### Signal wires on met3, run 1

Scale bar: 20 µm.
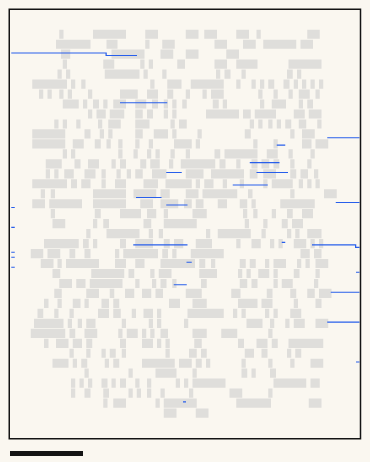
### Track usage over the die, run 1

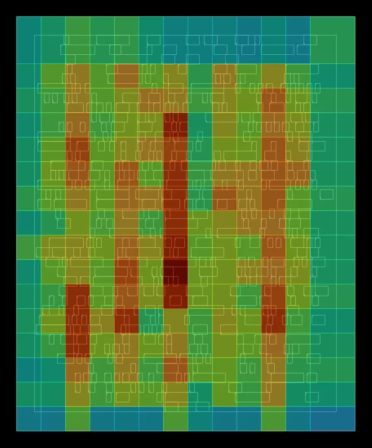
### M1 wires, run 1

Scale bar: 20 µm. Supply wires on this layer in gray.
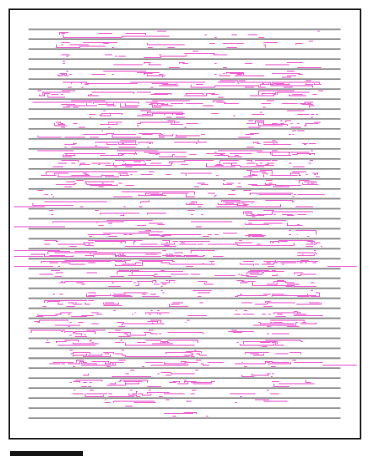
`src/rtl/game_pkg.sv`:
```
`default_nettype none
// ============================================================================
// Module      : game_pkg
// Description : Shared game constants: motion state encoding, sprite, block
//               and screen sizes, and collision flag bit positions.
// Revision    : 1.0 - initial release
// ============================================================================
package game_pkg;

  typedef enum logic [1:0] {
    GROUNDED = 2'd0,
    RISING   = 2'd1,
    FALLING  = 2'd2
  } motion_state_t;

  localparam int SPRITE_W = 47;
  localparam int SPRITE_H = 41;
  localparam int BLOCK_W  = 25;
  localparam int BLOCK_H  = 24;
  localparam int SCREEN_W = 640;
  localparam int SCREEN_H = 480;

  localparam int COL_DOWN  = 0;
  localparam int COL_UP    = 1;
  localparam int COL_RIGHT = 2;
  localparam int COL_LEFT  = 3;

endpackage
`default_nettype wire

```
`src/rtl/jump_req_latch.sv`:
```
`default_nettype none
// ============================================================================
// Module      : jump_req_latch
// Description : Detects rising edges of the jump button and holds a jump
//               request until the next frame tick. An edge arriving on the
//               tick cycle itself is passed straight through so that tick
//               can act on it.
// Revision    : 1.0 - initial release
// ============================================================================
module jump_req_latch (
  input  logic clk,
  input  logic rst,
  input  logic tick,
  input  logic btn_jump,
  output logic jump_req
);

  logic r_btn_prev;
  logic r_req;
  logic w_edge;

  assign w_edge   = btn_jump & ~r_btn_prev;
  assign jump_req = r_req | w_edge;

  // Edge history and request register; every tick consumes the request.
  always_ff @(posedge clk or posedge rst) begin
    if (rst) begin
      r_btn_prev <= 1'b0;
      r_req      <= 1'b0;
    end else begin
      r_btn_prev <= btn_jump;
      if (tick) begin
        r_req <= 1'b0;
      end else if (w_edge) begin
        r_req <= 1'b1;
      end
    end
  end

endmodule
`default_nettype wire

```
`src/rtl/player_motion.sv`:
```
`default_nettype none
// ============================================================================
// Module      : player_motion
// Description : Per-frame motion controller for the blue player sprite.
//               Grounded/rising/falling state machine with gravity, walking,
//               screen clamps and collision response. Updates once per tick.
//               Optional mid-air second jump when PLAYER_DOUBLE_JUMP_EN is
//               defined.
// Revision    : 1.0 - initial release
// ============================================================================
module player_motion
  import game_pkg::*;
#(
  parameter logic [9:0] X_INIT    = 10'd40,
  parameter logic [8:0] Y_INIT    = 9'd100,
  parameter int         WALK_STEP = 3,
  parameter int         JUMP_V    = 12,
  parameter int         GRAVITY   = 1,
  parameter int         VMAX      = 8,
  parameter logic [9:0] X_MAX     = 10'(SCREEN_W - SPRITE_W),
  parameter logic [8:0] Y_MAX     = 9'(SCREEN_H - SPRITE_H)
) (
  input  logic       clk,
  input  logic       rst,
  input  logic       tick,
  input  logic       btn_left,
  input  logic       btn_right,
  input  logic       btn_jump,
  input  logic [3:0] is_Collision,
  output logic [9:0] x_blue,
  output logic [8:0] y_blue,
  output logic [1:0] state,
  output logic       on_ground
);

  localparam logic [9:0]         c_walk    = 10'(WALK_STEP);
  localparam logic signed [5:0]  c_gravity = 6'(GRAVITY);
  localparam logic signed [5:0]  c_vmax    = 6'(VMAX);
  localparam logic signed [5:0]  c_vy_jump = 6'(-JUMP_V);
  localparam logic signed [10:0] c_y_max_s = $signed({2'b00, Y_MAX});

  motion_state_t      r_state, w_state_nxt;
  logic [9:0]         r_x, w_x_nxt;
  logic [8:0]         r_y, w_y_nxt;
  logic signed [5:0]  r_vy, w_vy_nxt;
  logic               r_on_ground;

  logic               w_jump;
  logic [10:0]        w_x_right;
  logic signed [10:0] w_y_sum;
  logic signed [5:0]  w_vy_inc;

  jump_req_latch u_jump_req_latch (
    .clk      (clk),
    .rst      (rst),
    .tick     (tick),
    .btn_jump (btn_jump),
    .jump_req (w_jump)
  );

  assign w_x_right = {1'b0, r_x} + 11'(WALK_STEP);
  assign w_y_sum   = $signed({2'b00, r_y}) + $signed({{5{r_vy[5]}}, r_vy});
  assign w_vy_inc  = r_vy + c_gravity;

`ifdef PLAYER_DOUBLE_JUMP_EN
  logic r_air_jump, w_air_nxt;
  logic w_air_ok;

  // Airborne with no head hit, no top clamp and no landing on this tick.
  assign w_air_ok = tick &&
                    (((r_state == RISING)  && !is_Collision[COL_UP] && !w_y_sum[10]) ||
                     ((r_state == FALLING) && !is_Collision[COL_DOWN] && (w_y_sum < c_y_max_s)));
`endif

  // Next-state, position and velocity; everything holds unless tick is high.
  always_comb begin
    w_state_nxt = r_state;
    w_x_nxt     = r_x;
    w_y_nxt     = r_y;
    w_vy_nxt    = r_vy;
`ifdef PLAYER_DOUBLE_JUMP_EN
    w_air_nxt   = r_air_jump;
`endif
    if (tick) begin
      // Horizontal: one direction only, unless blocked on that side.
      if (btn_left && !btn_right && !is_Collision[COL_LEFT]) begin
        w_x_nxt = (r_x < c_walk) ? 10'd0 : (r_x - c_walk);
      end else if (btn_right && !btn_left && !is_Collision[COL_RIGHT]) begin
        w_x_nxt = (w_x_right > {1'b0, X_MAX}) ? X_MAX : w_x_right[9:0];
      end

      // Vertical.
      case (r_state)
        GROUNDED: begin
          if (!is_Collision[COL_DOWN] && (r_y < Y_MAX)) begin
            w_state_nxt = FALLING;
            w_vy_nxt    = 6'sd0;
          end else if (w_jump) begin
            w_state_nxt = RISING;
            w_vy_nxt    = c_vy_jump;
          end
        end
        RISING: begin
          if (is_Collision[COL_UP]) begin
            w_state_nxt = FALLING;
            w_vy_nxt    = 6'sd0;
          end else if (w_y_sum[10]) begin
            w_y_nxt     = 9'd0;
            w_state_nxt = FALLING;
            w_vy_nxt    = 6'sd0;
          end else begin
            w_y_nxt  = w_y_sum[8:0];
            w_vy_nxt = w_vy_inc;
            if (!w_vy_inc[5]) begin
              w_state_nxt = FALLING;
            end
          end
        end
        FALLING: begin
          if (is_Collision[COL_DOWN]) begin
            w_state_nxt = GROUNDED;
            w_vy_nxt    = 6'sd0;
          end else if (w_y_sum >= c_y_max_s) begin
            w_y_nxt     = Y_MAX;
            w_state_nxt = GROUNDED;
            w_vy_nxt    = 6'sd0;
          end else begin
            w_y_nxt  = w_y_sum[8:0];
            w_vy_nxt = (w_vy_inc > c_vmax) ? c_vmax : w_vy_inc;
          end
        end
        default: begin
          // Unused encoding: drop into free fall from where we are.
          w_state_nxt = FALLING;
          w_vy_nxt    = 6'sd0;
        end
      endcase

`ifdef PLAYER_DOUBLE_JUMP_EN
      // Second jump reuses the position already advanced by the old velocity.
      if (w_air_ok && w_jump && r_air_jump) begin
        w_state_nxt = RISING;
        w_vy_nxt    = c_vy_jump;
        w_air_nxt   = 1'b0;
      end
      if (w_state_nxt == GROUNDED) begin
        w_air_nxt = 1'b1;
      end
`endif
    end
  end

  // State, position and velocity registers.
  always_ff @(posedge clk or posedge rst) begin
    if (rst) begin
      r_state     <= FALLING;
      r_x         <= X_INIT;
      r_y         <= Y_INIT;
      r_vy        <= 6'sd0;
      r_on_ground <= 1'b0;
    end else begin
      r_state     <= w_state_nxt;
      r_x         <= w_x_nxt;
      r_y         <= w_y_nxt;
      r_vy        <= w_vy_nxt;
      r_on_ground <= (w_state_nxt == GROUNDED);
    end
  end

`ifdef PLAYER_DOUBLE_JUMP_EN
  // Air-jump credit, refilled on every landing.
  always_ff @(posedge clk or posedge rst) begin
    if (rst) begin
      r_air_jump <= 1'b0;
    end else begin
      r_air_jump <= w_air_nxt;
    end
  end
`endif

  assign x_blue    = r_x;
  assign y_blue    = r_y;
  assign state     = r_state;
  assign on_ground = r_on_ground;

endmodule
`default_nettype wire
```
`config.mk`:
```
export PLATFORM = sky130hd
export DESIGN_NAME = player_motion
export DESIGN_NICKNAME = d
export VERILOG_FILES = /design/src/rtl/game_pkg.sv /design/src/rtl/jump_req_latch.sv /design/src/rtl/player_motion.sv
export SDC_FILE = /design/constraint.sdc
export NUM_CORES = 1
export LEC_CHECK = 0
export ABC_AREA = 1
export CAP_MARGIN = 20
export CELL_PAD_IN_SITES_DETAIL_PLACEMENT = 1
export CELL_PAD_IN_SITES_GLOBAL_PLACEMENT = 2
export CORE_ASPECT_RATIO = 1.25
export CORE_MARGIN = 5
export CORE_UTILIZATION = 29
export CTS_BUF_LIST = sky130_fd_sc_hd__clkbuf_8
export DETAILED_ROUTE_END_ITERATION = 10
export GPL_TIMING_DRIVEN = 0
export MAX_ROUTING_LAYER = met4
export PLACE_DENSITY_LB_ADDON = 0.1
export SLEW_MARGIN = 25
export SYNTH_ARGS = -nofsm -noshare
export SYNTH_HDL_FRONTEND = slang
export SYNTH_SLANG_ARGS = --single-unit
```
`constraint.sdc`:
```
create_clock -name clk -period 2.3 [get_ports clk]
set_input_delay 0.23 -clock clk [delete_from_list [all_inputs] [get_ports clk]]
set_output_delay 0.23 -clock clk [all_outputs]
set_load 0.05 [all_outputs]
```
==> results.yml, run 1 <==
# implementation run metrics
final_timing:
  worst_pin_slew_ps: 718
  unrepaired_setup_endpoints_after_global_routing: "yes"
  maxSlewViolCount: 0
  max_freq_ghz: 0.439
  period_needed_ps: 2280
  fin_setup_tns_ps: 0
  holdWs_ps: 378
logic_synthesis:
  synth_largest_type_area_fraction: 0.227
  yosys.area_share.xor_xnor: 0.0563
  synth_chip_area_um2: 2650
  syn_avg_cell_area_um2: 6.63
  synth.distinct_cells: 32
  synth.mux.area_fraction: 0
  top_cells_by_count: "101 x sky130_fd_sc_hd__nand2_1, 62 x sky130_fd_sc_hd__inv_1, 47 x sky130_fd_sc_hd__nor2_1, 32 x sky130_fd_sc_hd__nand3_1"
  enable_flop_cells: 0
  topCellsByArea: "sky130_fd_sc_hd__dfrtp_1 23%, sky130_fd_sc_hd__nand2_1 14%, sky130_fd_sc_hd__inv_1 8.8%, sky130_fd_sc_hd__ha_1 7.1%, sky130_fd_sc_hd__nor2_1 6.7%"
  ys_cells: 399
critical_path:
  crit_path_start_kind: "flop"
  startpoint: "r_vy[0]"
  cpLargestDelayFamily: "simple AND/OR/NAND/NOR gates"
  worst_r2r_path_depth: 20
  critical_path_capture_point_type: "flop"
  setup.reg_to_reg.worst_slack_ps: 20
  crit_path_end: "r_vy[1]"
  critical_path_buf_inv_count: 5
  r2r-start: "r_vy[0]"
  worstReg2RegEnd: "r_vy[1]"
  crit_required_ps: 2490
  cpMostUsedCell: "sky130_fd_sc_hd__nand2_1"
run_status:
  status: "completed"
layout:
  drive_above_1_share: 0.245
  seqAreaFraction: 0.211
  final_nets: 478
  nonClkBufAreaFrac: 0.122
  final_cell_mix: "91 x sky130_fd_sc_hd__nand2_1, 58 x sky130_fd_sc_hd__inv_1, 42 x sky130_fd_sc_hd__nor2_1"
  area.growth.synth_to_final_pct: 37.7
  final_cell_area_um2: 3640
  comb_share: 0.529
  flop-count: 30
  top_area_cell_class: "logic gates"
drt:
  drcViolationCount: 0
  wire_length_per_cell_after_detailed_routing_um: 15.1
  viasPerCell: 4.78
  finalWirelength_um: 8720
  num_vias: 2752
  first_iter_violations: 76
  first_pass_iters: 4
clock_network:
  insertion_delay_ps: 290
  cts_h_tree_lvls: 2
  postCtsResizedCells: 28
  postCtsSetupBuffers: 7
  post_cts_hold_buffer_count: 0
  ctsRootBufferMaster: "sky130_fd_sc_hd__clkbuf_8"
grt:
  antenna_found_initial: 0
  globalRoute.totalOverflow: 0
  via_count_of_the_first_global_routing_pass: 2960
  grt_start_max_net_pins: 31
floorplanning:
  coreArea_um2: 9030
  taps: 123
  floorplan.io_pins: 32
  placementRows: 39
  die.size.y_um: 117
pwr:
  power.share.clock: 0.088
  sw_pwr_w: 0.00299
  power.leakage_nw: 1.74
  power.density_nw_per_um2: 1490
  sequentialPowerShare: 0.197
  internal_power_contribution_w: 0.00245
placement:
  placed_wire_length_estimate_after_detailed_placement_um: 6700
  placed_cells_incl_taps: 553
  dpl-instance-area_um2: 3130
  port-buffer-count: 31
  pre_cts_slack_ps: -361
-- 'Signal wires on met3' (at the start) --
The layer carries 160 µm of wire. The wires run mostly horizontal. The layer holds 1.8% of the routed length.

-- 'Track usage over the die' (at the start) --
total routing resource utilization after global routing: 0.170
fraction of the core area covered by cells at the end of the flow: 0.403
global routing met2 resource utilization: 0.332
met3 track demand over resource: 0.0198

-- 'M1 wires' (at the start) --
The longest straight run is 29.0 µm. The layer holds 40% of the routed length.

[run 1: power by group through the flow]
stage | Combinational [W] | Sequential, W | Clock (W)
after global routing | 0.00430 | 0.00112 | 0.000519
after CTS | 0.00347 | 0.00106 | 0.000494
after detailed placement | 0.00314 | 0.00106 | 0
after global placement | 0.00309 | 0.00105 | 0
after floorplan | 0.00176 | 0.00150 | 0
final | 0.00389 | 0.00107 | 0.000478
[run 1: cells by family (layout without fill, tap and decap cells)]
family,count (synthesis),count (layout)
buf+inv,70,123
simple gates,207,208
xor+xnor,17,17
compound gates,59,59
flops,30,30
fa+ha+maj,16,16
[run 1: metal layers]
metal,GRT usage,up-vias,part of all wire
met5,-,-,0
met3,0.0198,12,0.018
met4,0.0427,0,0.016
met2,0.332,30,0.57
met1,0.180,1333,0.40
li1,-,1377,-
==> run 2: changes to the inputs <==
SLEW_MARGIN = 10   (was 25)
### A small window of the routed layout, run 2

Scale bar: 10 µm. Region (52, 9) to (92, 49) µm. Cells in gray, sequential cells in the stronger gray; small squares are vias.
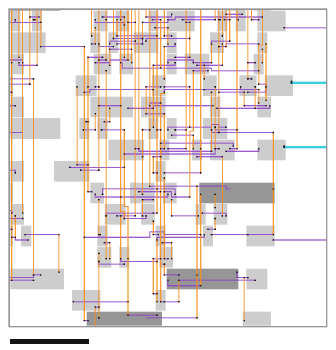
Key: cyan = metal 3; purple = metal 1; orange = metal 2
68 logic cells have their middle in the window. Most frequent: inv_1 (11), nor2_1 (8). Netlist names of flops here include x_blue (3). Sequential cells in the window: 3.

==> run 2 against run 1 <==
Sequential cell count unchanged. Largest power group unchanged. Synthesized cell count unchanged. Non-clock buffer count unchanged. Sequential power about the same. Critical endpoint unchanged. Clock-buffer cell count unchanged. Final cell count unchanged. Cell area unchanged. Critical path depth unchanged. First-iteration DRC count unchanged. Register-to-register slack about the same. Die size unchanged.
==> results.yml, run 2 <==
# implementation run metrics
clock_network:
  post_cts_hold_buffer_count: 0
  postCtsResizedCells: 28
  insertion_delay_ps: 290
  ctsRootBufferMaster: "sky130_fd_sc_hd__clkbuf_8"
  cts_h_tree_lvls: 2
  postCtsSetupBuffers: 7
logic_synthesis:
  topCellsByArea: "sky130_fd_sc_hd__dfrtp_1 23%, sky130_fd_sc_hd__nand2_1 14%, sky130_fd_sc_hd__inv_1 8.8%, sky130_fd_sc_hd__ha_1 7.1%, sky130_fd_sc_hd__nor2_1 6.7%"
  synth.distinct_cells: 32
  synth_largest_type_area_fraction: 0.227
  syn_avg_cell_area_um2: 6.63
  top_cells_by_count: "101 x sky130_fd_sc_hd__nand2_1, 62 x sky130_fd_sc_hd__inv_1, 47 x sky130_fd_sc_hd__nor2_1, 32 x sky130_fd_sc_hd__nand3_1"
  enable_flop_cells: 0
  yosys.area_share.xor_xnor: 0.0563
  synth.mux.area_fraction: 0
  synth_chip_area_um2: 2650
  ys_cells: 399
placement:
  dpl-instance-area_um2: 3130
  placed_wire_length_estimate_after_detailed_placement_um: 6700
  pre_cts_slack_ps: -361
  port-buffer-count: 31
  placed_cells_incl_taps: 553
drt:
  first_pass_iters: 4
  num_vias: 2752
  routed_metal_1_wire_length_um: 3480
  wire_length_per_cell_after_detailed_routing_um: 15.1
  dr_wl_met3_um: 159
  viasPerCell: 4.78
  first_iter_violations: 76
  met2WireLength_um: 4940
  drcViolationCount: 0
critical_path:
  cpLargestDelayFamily: "simple AND/OR/NAND/NOR gates"
  cpMostUsedCell: "sky130_fd_sc_hd__nand2_1"
  critical_path_buf_inv_count: 5
  crit_required_ps: 2490
  critical_path_capture_point_type: "flop"
  worst_r2r_path_depth: 20
layout:
  area.growth.synth_to_final_pct: 37.7
  seqAreaFraction: 0.211
  finalCoreUtilization: 0.403
  final_cell_mix: "91 x sky130_fd_sc_hd__nand2_1, 58 x sky130_fd_sc_hd__inv_1, 42 x sky130_fd_sc_hd__nor2_1"
  comb_share: 0.529
  final_cell_area_um2: 3640
  top_area_cell_class: "logic gates"
  nonClkBufAreaFrac: 0.122
  final_nets: 478
  drive_above_1_share: 0.245
grt:
  global_routing_s_busiest_layer: "met2"
  globalRoute.totalOverflow: 0
  antenna_found_initial: 0
  grtUsageMet2: 0.332
  grt.met3_usage: 0.0198
  grt_util_all_layers: 0.170
  grt_start_max_net_pins: 31
  global_route.usage.met1: 0.180
  via_count_of_the_first_global_routing_pass: 2960
final_timing:
  unrepaired_setup_endpoints_after_global_routing: "yes"
  worst_pin_slew_ps: 718
  maxSlewViolCount: 0
  period_needed_ps: 2280
  fin_setup_tns_ps: 0
  holdWs_ps: 378
floorplanning:
  coreArea_um2: 9030
  taps: 123
  floorplan.io_pins: 32
  placementRows: 39
  die.size.y_um: 117
run_status:
  status: "completed"
pwr:
  power.leakage_nw: 1.74
  power.density_nw_per_um2: 1490
### Selected gate families, run 2

Scale bar: 20 µm.
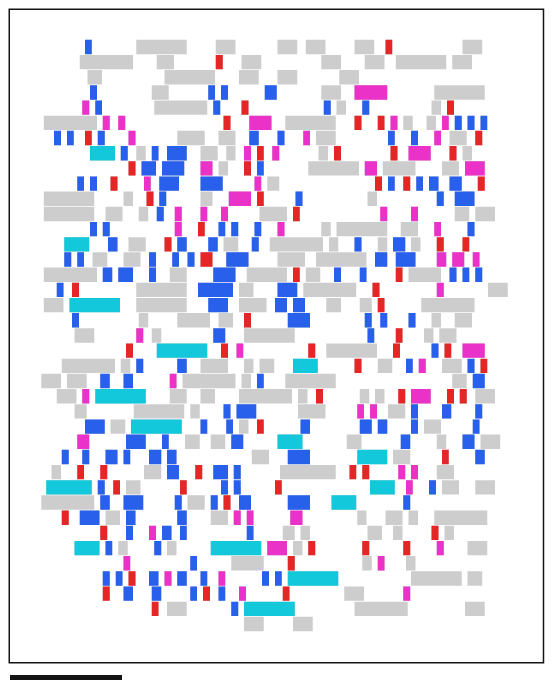
Key: cyan = fa/ha/maj cells [cells 16]; magenta = nor cells [cells 56]; red = inv cells [cells 68, where all over the die]; blue = nand cells [cells 151, where all over the die]

run 2: final timing paths:
path                                   startpoint                          end  slack (ps)
max                                       r_vy[0]                      r_vy[1]          20
min                                           rst                    x_blue[9]         380
max reg2reg                               r_vy[0]                      r_vy[1]          20
min reg2reg                u_jump_req_latch.r_req       u_jump_req_latch.r_req         500
max in group asynchronous                     rst                    x_blue[0]        1420
min in group clk                         btn_jump  u_jump_req_latch.r_btn_prev         410
run 2: power by group:
part           internal [W]  switching (W)  total, W
registers          0.000760       0.000310   0.00107
logic               0.00145        0.00244   0.00389
clock network      0.000241       0.000237  0.000478
total               0.00245        0.00299   0.00544
run 2: logic make-up after synthesis:
kind of cell,Yosys count
AOI/OAI and AO/OA,59
buffers and inverters,70
adders and majority gates,16
DFF,30
and+or+nand+nor,207
xor gates and xnor gates,17
Power figures rest on the tool's default switching activity, not on a simulated workload.
